--- src/rtl/cpu_sequencer.sv ---
// Instruction-cycle controller for the 8-bit RISC core: fetch/decode/execute
// sequencing with memory-ready stalls, halt/resume and a retired-instruction counter.
module cpu_sequencer #(
    parameter int unsigned CNT_W = 16
) (
    input  logic             clk,
    input  logic             rst_n,
    input  logic             ena,
    input  logic             resume,
    input  logic [2:0]       opcode,
    input  logic             zero,
    input  logic             mem_ready,
    output logic             rd,
    output logic             wr,
    output logic             load_ir,
    output logic             inc_pc,
    output logic             load_pc,
    output logic             load_acc,
    output logic             alu_en,
    output logic             datactl_ena,
    output logic             halt,
    output logic [2:0]       state,
    output logic [CNT_W-1:0] instr_count
);

    typedef enum logic [2:0] {
        S_IDLE = 3'd0,
        S_F0   = 3'd1,
        S_F1   = 3'd2,
        S_DEC  = 3'd3,
        S_EX0  = 3'd4,
        S_EX1  = 3'd5,
        S_EX2  = 3'd6,
        S_HALT = 3'd7
    } state_t;

    localparam logic [2:0] OP_HLT = 3'b000;
    localparam logic [2:0] OP_SKZ = 3'b001;
    localparam logic [2:0] OP_ADD = 3'b010;
    localparam logic [2:0] OP_AND = 3'b011;
    localparam logic [2:0] OP_XOR = 3'b100;
    localparam logic [2:0] OP_LDA = 3'b101;
    localparam logic [2:0] OP_STO = 3'b110;
    localparam logic [2:0] OP_JMP = 3'b111;

    state_t           state_q;
    state_t           state_d;
    logic [2:0]       op_q;
    logic             zero_q;
    logic [CNT_W-1:0] cnt_q;
    logic             cnt_inc;

    assign state       = state_q;
    assign instr_count = cnt_q;

    // State, latched instruction fields and retired-instruction counter
    always_ff @(posedge clk) begin
        if (!rst_n) begin
            state_q <= S_IDLE;
            op_q    <= 3'b000;
            zero_q  <= 1'b0;
            cnt_q   <= '0;
        end else begin
            state_q <= state_d;
            if (state_q == S_DEC) begin
                op_q   <= opcode;
                zero_q <= zero;
            end
            if (cnt_inc) begin
                cnt_q <= cnt_q + CNT_W'(1);
            end
        end
    end

    // Next state and control strobes; memory states hold until mem_ready
    always_comb begin
        state_d     = state_q;
        cnt_inc     = 1'b0;
        rd          = 1'b0;
        wr          = 1'b0;
        load_ir     = 1'b0;
        inc_pc      = 1'b0;
        load_pc     = 1'b0;
        load_acc    = 1'b0;
        alu_en      = 1'b0;
        datactl_ena = 1'b0;
        halt        = 1'b0;

        case (state_q)
            S_IDLE: begin
                if (ena) state_d = S_F0;
            end
            S_F0: begin
                rd      = 1'b1;
                load_ir = 1'b1;
                if (mem_ready) state_d = S_F1;
            end
            S_F1: begin
                rd      = 1'b1;
                load_ir = 1'b1;
                inc_pc  = mem_ready;
                if (mem_ready) state_d = S_DEC;
            end
            S_DEC: begin
                alu_en  = 1'b1;
                state_d = S_EX0;
            end
            S_EX0: begin
                case (op_q)
                    OP_HLT: begin
                        halt    = 1'b1;
                        cnt_inc = 1'b1;
                        state_d = S_HALT;
                    end
                    OP_SKZ: begin
                        inc_pc  = zero_q;
                        state_d = S_EX1;
                    end
                    OP_ADD, OP_AND, OP_XOR, OP_LDA: begin
                        rd = 1'b1;
                        if (mem_ready) state_d = S_EX1;
                    end
                    OP_STO: begin
                        datactl_ena = 1'b1;
                        state_d     = S_EX1;
                    end
                    OP_JMP: begin
                        load_pc = 1'b1;
                        state_d = S_EX1;
                    end
                    default: state_d = S_EX1;
                endcase
            end
            S_EX1: begin
                case (op_q)
                    OP_SKZ: begin
                        inc_pc  = zero_q;
                        state_d = S_EX2;
                    end
                    OP_ADD, OP_AND, OP_XOR, OP_LDA: begin
                        rd       = 1'b1;
                        load_acc = mem_ready;
                        if (mem_ready) state_d = S_EX2;
                    end
                    OP_STO: begin
                        wr          = 1'b1;
                        datactl_ena = 1'b1;
                        if (mem_ready) state_d = S_EX2;
                    end
                    OP_JMP: begin
                        load_pc = 1'b1;
                        state_d = S_EX2;
                    end
                    default: state_d = S_EX2;
                endcase
            end
            S_EX2: begin
                datactl_ena = (op_q == OP_STO);
                cnt_inc     = 1'b1;
                state_d     = ena ? S_F0 : S_IDLE;
            end
            S_HALT: begin
                halt = 1'b1;
                if (resume) state_d = ena ? S_F0 : S_IDLE;
            end
            default: state_d = S_IDLE;
        endcase
    end

endmodule

--- config.mk ---
export PLATFORM = sky130hd
export DESIGN_NAME = cpu_sequencer
export DESIGN_NICKNAME = d
export VERILOG_FILES = /design/src/rtl/cpu_sequencer.sv
export SDC_FILE = /design/constraint.sdc
export NUM_CORES = 1
export LEC_CHECK = 0
export CORE_UTILIZATION = 47
export DETAILED_ROUTE_END_ITERATION = 6
export HOLD_SLACK_MARGIN = 0.12
export PLACE_DENSITY = 0.79
export SETUP_SLACK_MARGIN = 0.3
export SKIP_LAST_GASP = 1
export SYNTH_ARGS = -nofsm -noshare
export SYNTH_HDL_FRONTEND = slang
export SYNTH_SLANG_ARGS = --single-unit
--- constraint.sdc ---
create_clock -name clk -period 2.05 [get_ports clk]
set_input_delay 0.5125 -clock clk [delete_from_list [all_inputs] [get_ports clk]]
set_output_delay 0.5125 -clock clk [all_outputs]
set_load 0.01 [all_outputs]
Figure 1. Signal wires on met4 (run 1).
Supply wires on this layer in gray.
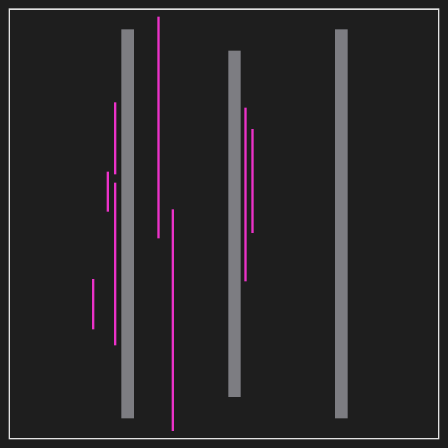
The longest straight run is 27.9 um. The layer holds 3.4% of the routed length. The layer carries 131 um of wire. The wires run mostly vertical. 7 nets have wire on it.

Figure 2. Clock network drawn from the DEF (run 1).
Scale bar: 20 um.
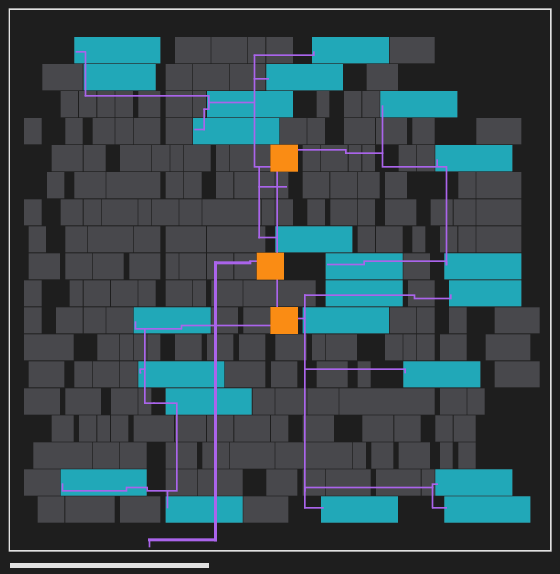
Cyan is flip-flops, count 23. Purple is clock wires, length 281 um. Orange is cells driving clock nets, count 3.
There are 4 routed clock nets.

Figure 3. Sequential cells colored by netlist name (run 1).
Other sequential cells in the stronger gray, the rest of the logic in the fainter gray.
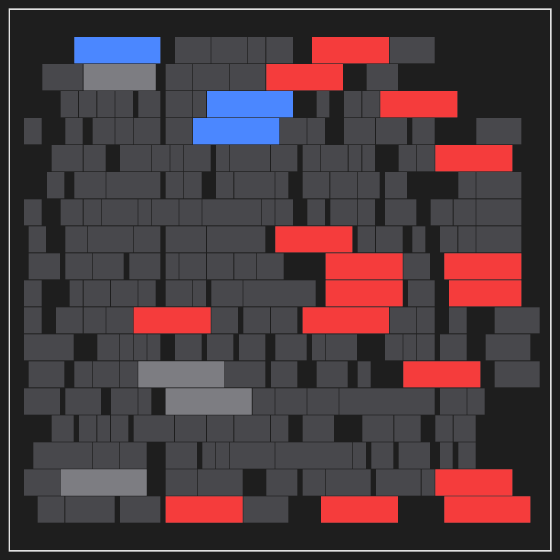
Red is `instr_count`, flops 16. Blue is `op_q`, flops 3.

[run 1: cell usage after synthesis, drive strengths merged, types with 5 or more instances]
cell type   n  area (um^2)
dfxtp      23          460
a21oi      18         90.1
nand2      15         56.3
nor2       13         48.8
o21ai      11         55.1
clkbuf      7         26.3
nand3       6         30.0
o31ai       5         37.5
or4         5         37.5
xor2        5         43.8
[run 1: registers in the layout, indices dropped and copies added, names as in the netlist]
register / flops
instr_count: 16
zero_q: 1
state: 3
op_q: 3
[run 1: cells by family (layout without fill, tap and decap cells)]
group           Yosys count  after routing
buf+inv                  15             72
xor+xnor                  8              8
fa+ha+maj                 1              1
flops                    23             23
simple gates             64             64
compound gates           47             47
mux                       3              3
[run 1: worst paths after layout]
| check | startpoint | to | cells past startpoint |
|---|---|---|---|
| min reg2reg | instr_count[15] | instr_count[15] | 2 |
| max reg2reg | op_q[2] | instr_count[14] | 6 |
| min | instr_count[15] | instr_count[15] | 2 |
| max | op_q[1] | rd | 4 |
[run 1: metrics by stage]
stage	setup WS (ns)	util	area, um^2
after global placement	-0.213	0.694	1770
after floorplan	0.304	-	1300
after CTS	0.169	0.745	1900
after global routing	0.159	0.793	2020
final	0.203	0.793	2020
after detailed placement	-0.255	0.694	1770
[run 1: critical path: stages (launching register included)]
cell and delay, ns:
sky130_fd_sc_hd__dfxtp_4 0.39, sky130_fd_sc_hd__xnor2_2 0.14, sky130_fd_sc_hd__mux2_4 0.27, sky130_fd_sc_hd__o22ai_2 0.08, sky130_fd_sc_hd__buf_2 0.14
[run 1: final cells by class]
type                       instances  area (um^2)  area share
tap                               30         37.5      0.0186
multi-input combinational        123          860       0.426
clock buffer                       4         26.3      0.0130
sequential                        23          507       0.251
timing repair buffer              64          573       0.284
inverter                           4         15.0     0.00744
==> flow_summary.toml, run 1 <==
# yosys + openroad results
[clock_network]
cts.root.buffer_cell = "sky130_fd_sc_hd__clkbuf_4"
cts_sinks = 23
tritoncts_clock_tree = "done"
post-cts-setup-buffers = 7
cts-root-to-sink-buffers = 2
cts_hold_buf = 0
htree_levels = 1

[global_routing]
grt_use_met3 = 0.0194
grt_first_pass_wirelength_um = 5800
global_route.usage.met1 = 0.332
grt_start_max_net_pins = 17
antenna_found_initial = 0
track_usage = 0.265
grt.overflow.total = 0
first_global_vias = 1298

[synth]
synth_async_sr_flop_share = 0
synth-xor-area-share = 0.0544
ys_top_logic_family = "simple AND/OR/NAND/NOR gates"
post_synth_edffs = 0
ys_seq_elements = 23
synth_warnings = 0
synth_simple_gate_area_share = 0.275
yosys_synthesis_chip_area_um2 = 1290

[sta]
fin_tns_setup_ns = 0
setup_violations_final = 0
grt_setup_unrepaired = "true"
post-route-min-period_ns = 1.85
finalHoldWorstSlack_ns = 0.495
fin_worst_skew_ns = 0.00236
worst-slew-pin-transition_ns = 0.386
clock.fmax_mhz = 541
final_worst_path_cycle_share = 0.901

[layout]
post_route_cells_drive_above_1_share = 0.376
finalNonFillerCells = 248
lay_top_count = "sky130_fd_sc_hd__buf_4"

[outcome]
status = "complete, no violations"

[floorplanning]
floorplan_die_height_um = 54.4
core_area_um2 = 2540

[power_and_ir_drop]
p_int_uw = 637
power_leakage_nw = 0.995
clock_distribution_power_uw = 214
comb_power_share = 0.249
comb_cell_power_uw = 225
post-layout-total-power_uw = 901
part_of_the_power_in_the_clock_network = 0.237

[routing]
wl_met1_um = 1610
drt_drc_violations_left = 0
met2_wirelength_um = 1940
routed_wire_length_per_instance_um = 15.6
wirelength_um = 3870

[placement]
place.port_buffers = 36
place.gp.congestion = 0.830

[worst_setup_path]
cp.required_ns = 1.54
worstSetupEndpointType = "output pin"
timing.critical_path.arrival_ns = 1.33
cp_max_fo = 4

[job]
log.warning_count = 28
cap_violations = 0
==> run 1 -> run 2 <==
Settings changed: PLACE_DENSITY 0.79 to 0.87.
Figure 4. Clock network drawn from the DEF (run 2).
Scale bar: 20 um.
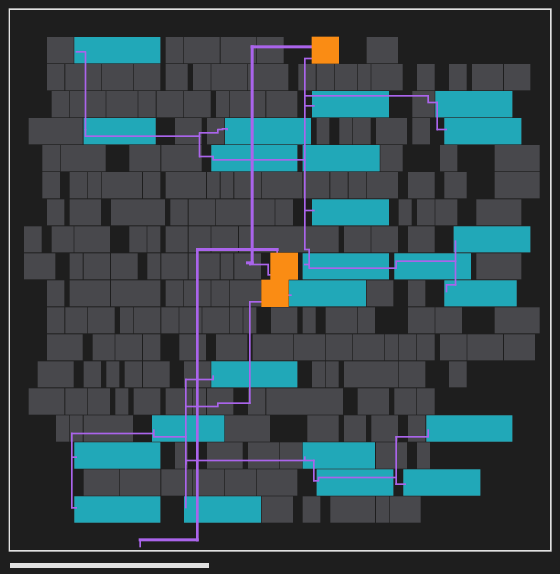
Purple is clock wires, length 273 um. Orange is cells driving clock nets, count 3. Cyan is flip-flops, count 23.
There are 4 routed clock nets.

Figure 5. The clock network (run 2).
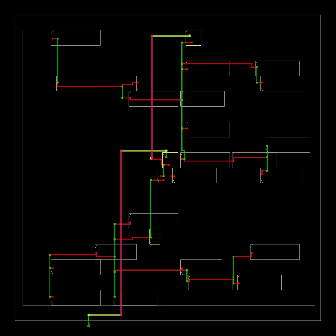
tally of clock buffers in the finished layout: 3
total number of sequential cells: 23
CTS Sinks: 23
insertion delay at the late pin of the worst-skew pair: 0.32 ns

==> run 2 against run 1 <==
Fmax shrank 1.9%. Flip-flop count is the same. Combinational power shrank 9.3%. Sequential share of layout area grew 0.45 points. Setup slack lost 0.036 ns. Synthesized cell count is the same. Core utilization shrank 1.8 points. Clock skew grew 0.0036 ns. Hold slack gained 0.0019 ns. Critical endpoint unchanged. Largest power group unchanged.
==> flow_summary.toml, run 2 <==
# yosys + openroad results
[sta]
setup_violations_final = 0
clock.fmax_mhz = 531
fin_worst_skew_ns = 0.00598
post-route-min-period_ns = 1.88
final_worst_path_cycle_share = 0.919

[clock_network]
tritoncts_clock_tree = "done"
cts-root-to-sink-buffers = 2
post-cts-setup-buffers = 7

[worst_setup_path]
crit_path_cell_trace = "xnor2_4, mux2_4, o22ai_2, buf_2"
cp.required_ns = 1.54
cp_max_fo = 3
worstSetupEndpointType = "output pin"
critical_path.endpoint = "rd"
worstRegToRegCells = 6

[synth]
synth_warnings = 0
area_leader_netlist = "sky130_fd_sc_hd__dfxtp_1"
post_synth_edffs = 0
post-synth-top-area-fraction = 0.357

[global_routing]
antenna_found_initial = 0
grt.overflow.total = 0

[floorplanning]
floorplan_die_height_um = 54.4
core_area_um2 = 2540

[power_and_ir_drop]
comb_power_share = 0.230
post-layout-total-power_uw = 888
power_leakage_nw = 0.882

[layout]
final_cell_area_um2 = 1970
logic_area_um2 = 858
regArea_um2 = 504
number_of_flip_flops_under_the_largest_register_name = 16
post_route_cells_drive_above_1_share = 0.353

[job]
cap_violations = 0

[worst_hold_path]
hold_path_depth = 2

[routing]
routed_wire_length_per_instance_um = 15.6

[outcome]
status = "complete, no violations"

[placement]
pre_cts_slack_ns = -0.295
Figure 6. Gate-type map (run 2).
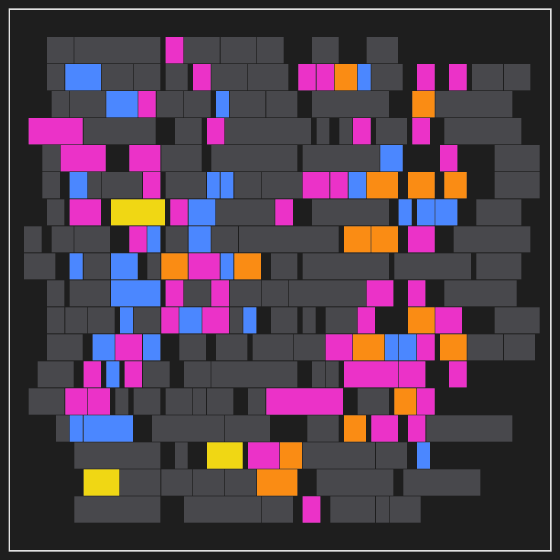
Blue is NAND gates, cells 30, most used nand2_1. Magenta is inverting AOI/OAI gates, cells 47, most used a21oi_1. Orange is AND and OR gates, cells 16, most used or4_1. Yellow is multiplexers, cells 3, most used mux2i_1.

==> run 2: final cells by class <==
class                           count  area share
Multi-Input combinational cell    123       0.435
Sequential cell                    23       0.256
Timing Repair Buffer               61       0.269
Tap cell                           30      0.0190
Inverter                            4     0.00761
Clock buffer                        3      0.0114
Clock inverter                      1     0.00254
==> run 2: per-layer routing <==
layer	global-route usage	wire length [um]	up-vias
li1	-	-	701
met1	0.299	1480	716
met2	0.500	2100	52
met3	0.0278	153	9
met4	0.111	98	0
met5	0	0	-
==> run 2: power groups by stage <==
| stage | logic (mW) | clock network [mW] | registers (mW) |
|---|---|---|---|
| final | 0.204 | 0.216 | 0.468 |
| after CTS | 0.178 | 0.216 | 0.466 |
| after floorplan | 0.0915 | 0 | 0.474 |
| after global routing | 0.216 | 0.243 | 0.471 |
| after detailed placement | 0.181 | 0 | 0.479 |
| after global placement | 0.175 | 0 | 0.478 |
==> run 2: cells by family after synthesis <==
logic type	count (synthesis)	synth area share
simple gates	64	0.275
xor+xnor	8	0.0544
flops	23	0.357
mux	3	0.0243
compound gates	47	0.223
buf+inv	15	0.0563
fa+ha+maj	1	0.00971
==> run 2: worst min-delay path by stage <==
stage | slack [ns] | end
3_5_place_dp | 0.48 | zero_q
2_1_floorplan | 0.45 | zero_q
3_3_place_gp | 0.46 | instr_count[15]
5_1_grt | 0.52 | instr_count[15]
6_report | 0.50 | instr_count[15]
4_1_cts | 0.50 | instr_count[15]
==> run 2: critical path: cells and delay by family, from the launching register on <==
kind | cells | cell delay (ns)
flip-flops | 1 | 0.40
multiplexers | 1 | 0.27
XOR/XNOR | 1 | 0.15
buffers and inverters | 1 | 0.15
AND-OR/OR-AND | 1 | 0.09
Power and IR drop assume default switching activity.
